**src/rtl/noc_output_arbiter.sv**
```systemverilog
// noc_output_arbiter: round-robin drain of four NoC FIFOs onto one valid/ready link.
// Define NOC_ARB_GRANT_CNT_EN to add saturating per-FIFO grant counters (grant_cnt).
`timescale 1ns/1ps
module noc_output_arbiter #(
    parameter int DATA_W = 32
`ifdef NOC_ARB_GRANT_CNT_EN
    ,
    parameter int CNT_W = 16
`endif
) (
    input  logic                clk,
    input  logic                n_rst,
    input  logic [3:0]          fifo_empty,
    output logic [3:0]          fifo_rd_en,
    input  logic [4*DATA_W-1:0] fifo_rdata,
    output logic                out_valid,
    input  logic                out_ready,
    output logic [DATA_W-1:0]   out_data,
    output logic [1:0]          out_port,
`ifdef NOC_ARB_GRANT_CNT_EN
    output logic [4*CNT_W-1:0]  grant_cnt,
`endif
    output logic                busy
);

    typedef enum logic [1:0] {
        IDLE,
        READ,
        WAIT,
        SEND
    } state_t;

    state_t              state_q;
    state_t              state_d;
    logic [1:0]          sel_q;
    logic [1:0]          last_q;
    logic [DATA_W-1:0]   data_q;
    logic [1:0]          port_q;
    logic [1:0]          pick;
    logic [1:0]          cand;
    logic                pick_ok;
    logic                handshake;

    // Scan farthest-first so the nearest non-empty FIFO after last_q wins.
    always_comb begin
        pick    = last_q;
        pick_ok = 1'b0;
        cand    = last_q;
        for (int k = 4; k >= 1; k--) begin
            cand = last_q + 2'(k);
            if (!fifo_empty[cand]) begin
                pick    = cand;
                pick_ok = 1'b1;
            end
        end
    end

    always_comb begin
        state_d = state_q;
        unique case (state_q)
            IDLE: if (pick_ok) state_d = READ;
            READ: state_d = fifo_empty[sel_q] ? IDLE : WAIT;
            WAIT: state_d = SEND;
            SEND: if (out_ready) state_d = IDLE;
            default: state_d = IDLE;
        endcase
    end

    assign handshake = (state_q == SEND) && out_ready;

    always_ff @(posedge clk or negedge n_rst) begin
        if (!n_rst) begin
            state_q <= IDLE;
            sel_q   <= 2'd0;
            last_q  <= 2'd3;
            data_q  <= '0;
            port_q  <= 2'd0;
        end else begin
            state_q <= state_d;
            if (state_q == IDLE && pick_ok)
                sel_q <= pick;
            if (state_q == WAIT) begin
                data_q <= fifo_rdata[sel_q*DATA_W +: DATA_W];
                port_q <= sel_q;
            end
            if (handshake)
                last_q <= sel_q;
        end
    end

    // Read strobe is gated by empty so a vanished word never gets popped.
    always_comb begin
        fifo_rd_en = 4'b0000;
        if (state_q == READ && !fifo_empty[sel_q])
            fifo_rd_en[sel_q] = 1'b1;
    end

    assign out_valid = (state_q == SEND);
    assign out_data  = data_q;
    assign out_port  = port_q;
    assign busy      = (state_q != IDLE);

`ifdef NOC_ARB_GRANT_CNT_EN
    logic [CNT_W-1:0] cnt_q [4];

    always_ff @(posedge clk or negedge n_rst) begin
        if (!n_rst) begin
            for (int i = 0; i < 4; i++)
                cnt_q[i] <= '0;
        end else if (handshake && cnt_q[port_q] != '1) begin
            cnt_q[port_q] <= cnt_q[port_q] + 1'b1;
        end
    end

    for (genvar g = 0; g < 4; g++) begin : g_cnt
        assign grant_cnt[g*CNT_W +: CNT_W] = cnt_q[g];
    end
`endif

endmodule

```
**config.mk**
```make
export PLATFORM = sky130hd
export DESIGN_NAME = noc_output_arbiter
export DESIGN_NICKNAME = d
export VERILOG_FILES = /design/src/rtl/noc_output_arbiter.sv
export SDC_FILE = /design/constraint.sdc
export NUM_CORES = 1
export LEC_CHECK = 0
export ABC_AREA = 1
export ABC_CLOCK_PERIOD_IN_PS = 2200
export CAP_MARGIN = 10
export CORE_ASPECT_RATIO = 0.9
export CORE_MARGIN = 2
export CORE_UTILIZATION = 38
export CTS_CLUSTER_SIZE = 25
export DETAILED_ROUTE_END_ITERATION = 16
export PLACE_DENSITY = 0.9
export SETUP_SLACK_MARGIN = 0.5
export SLEW_MARGIN = 20
export SYNTH_ARGS = -nofsm -noshare
export SYNTH_HDL_FRONTEND = slang
export SYNTH_SLANG_ARGS = --single-unit
```
**constraint.sdc**
```tcl
create_clock -name clk -period 2.2 [get_ports clk]
set_input_delay 0.44 -clock clk [delete_from_list [all_inputs] [get_ports clk]]
set_output_delay 0.44 -clock clk [all_outputs]
set_load 0.03 [all_outputs]
```
==> notes.org <==
* Flow results

** Power and ir drop
- The analysis attributes to cell leakage a power of ~0.0020 uW.
- VDD IR max :: around 0.0010 V
- Flip-flop and latch power :: between 1000 and 1500 uW
- Power comes to between 5000 and 6000 uW.
- Top Consumer :: combinational cells
- Power in the clock group :: roughly 510 uW

** Placement
- RePlAce Congestion :: roughly 0.95
- Detailed Place HPWL :: around 7000 microns
- DP Cell Count :: between 600 and 700

** Worst setup path
- Worst setup path end :: fifo_rd_en[0]
- Max fanout on the critical path was recorded as 5.
- End of the worst register-to-register path :: sel_q[0]$_DFFE_PN0P_
- Nature of the critical path endpoint :: primary output
- Logic depth along the worst register-to-register path is recorded as 9.
- Data required time at the worst endpoint :: roughly 1.8 ns

** Global route
- The number of global-route vias before repair was between 3k and 4k.
- For this run, global-route usage on met1 was measured as slightly below 30%.
- GRT Residual Overflow :: 0
- Total track usage :: approximately a quarter
- Largest net degree at the start of global routing :: slightly above 40
- Wire length of the first global-routing pass :: ~14000 microns
- The number of antenna violations at the first check in global routing was 0.

** Cells and area
- The register with the most flip-flops in the layout has 32 of them.
- Per the layout report, the design carries 510 filler cells.
- Number of logic gates :: between 200 and 300
- In the final layout, the share of cells above drive strength 1 is 12.0%.
- Number of nets in the final layout :: 669
- Of all the cell area in the finished design, the clock network holds under 10%.
- Relative area of non-clock buffer cells in the final design :: roughly two fifths
- The repair_antennas step left the layout with diodes totalling 0.

** Synth
- Gate count after technology mapping :: 352
- Synthesized-area fraction occupied by xor and xnor cells :: 0%
- Share of the yosys chip area belonging to registers :: about two fifths
- Warnings reported by Yosys during synthesis add up to 0.
- Per the synthesis report, the adder-cell share of the synthesized area is 0%.
- Leading register cell type out of synthesis :: dfrtp_1
- Largest cells by area after synthesis :: dfrtp_1, nand2_1, a22oi_1
- The post-synth count of flops with an enable pin is 0.
- Of the post-synthesis cell area, the part taken by muxes is 0%.
- Looking at area per cell type in the netlist, the leader is dfrtp_1.
- Flops & latches, synth :: around 40
- The average instance in the mapped netlist occupies between 7 and 8 sq um.
- Ranking of synthesized cells by instance count :: nand2_1, dfrtp_1, a22oi_1, nor2_1, nand4_1
- Per the synthesis report, the simple-gate share of the synthesized area is a little under two fifths.

** Timing
- Worst hold slack :: between 0.2 and 0.3 ns
- Total Negative Setup Slacks :: 0 ns
- Timing would allow up to roughly 0.48 GHz.
- The final timing report derives a shortest allowable period of 2.10 ns.
- On the final layout, the worst clock skew is ~0.0042 ns.
- Actual transition at the worst max-transition pin :: 0.908 ns

** CTS
- Number of H-tree levels :: 2
- Clock tree synthesis found a total of about 40 sinks.
- The number of hold buffers added after CTS was 0.

** Routing
- In the log, the iteration count for the first detailed-route pass is 4.
- The detailed router placed roughly 3.2k vias in this run.
- Sum of met3 wire segment lengths after detailed routing :: about 870 microns
- Number of nets with antenna violations after routing :: 0
- DR DRC count :: 0

** Run
- The tool flagged a number of max-cap violations equal to 0.

** Run status
- The run finished with clean final reports.

** Floorplanning
- roughly 180 I/O pins were placed.
-- worst max-delay path, cell delays in order, from the launching register on --
cell	delay (ns)
dfrtp_1	0.45
inv_2	0.12
nor2_4	0.05
a22oi_2	0.16
nand4_2	0.16
buf_4	0.17
nor3_2	0.09
buf_4	0.17
-- cell usage in the layout, fill, tap and decap left out, types with 2 or more instances in the layout --
master             n
dlygate4sd2_1     35
nand2_1          168
dfrtp_1           36
buf_4             19
a41oi_1           10
a22oi_1           22
inv_2              7
nor2_1            21
o21ai_0            7
clkbuf_8           6
nand3_1            3
buf_12             3
a21oi_1            2
inv_1              8
nand3b_1           2
or2_1              2
o211ai_1           2
dfstp_2            2
clkdlybuf4s50_1  132
buf_2              2
a41oi_2            2
nand4_1           15
buf_6              4
nor2_4             3
dfrtp_2            2
a31oi_1            5
nand2_2            6
port_nets.png
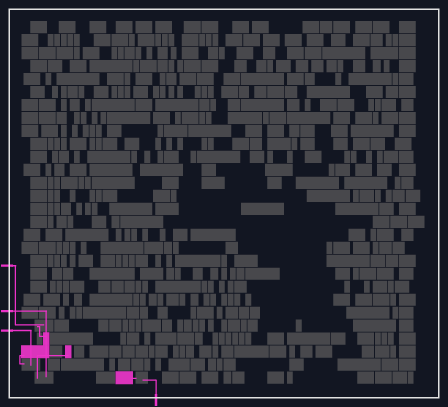
Magenta marks `fifo_rd_en`, bits 4, direction output, end cells 4, buffers 4, wire 76.7 microns.

met3.png
The bar under the picture is 20 microns long.
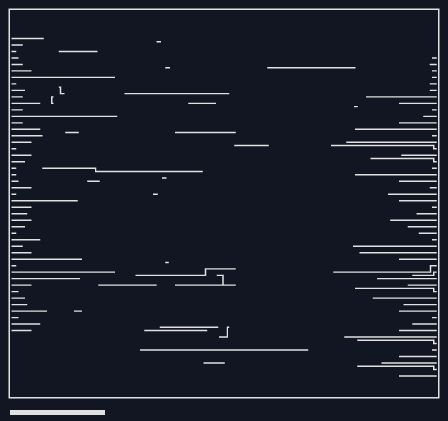
113 nets have wire on it. The layer holds 9.2% of the routed length.
fraction of met3 tracks used by global routing: 7.11%
total length of routed wires: 9490 microns

cell_classes.png
Fill, decap, tap and diode cells in grey.
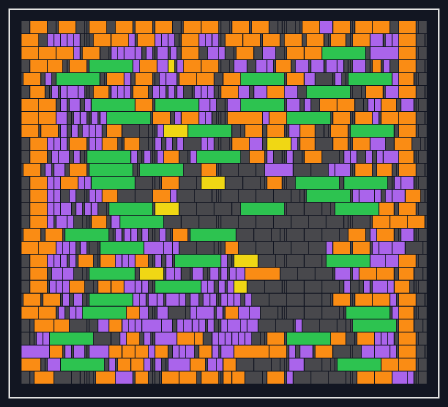
Orange marks other buffers and delay cells, cells 196, share of their area 43%. Purple marks all other logic, cells 291, share of their area 32%. Yellow marks clock drivers and dummy loads, cells 8, share of their area 2.1%. Green marks flip-flops, cells 40, share of their area 23%.
final instance area: 4520 sq um
final core utilization: 69.7%
standard cell core area: 6480 sq um
number of cell rows: 28

No activity file was given, so power comes from the tool's default toggle rates.
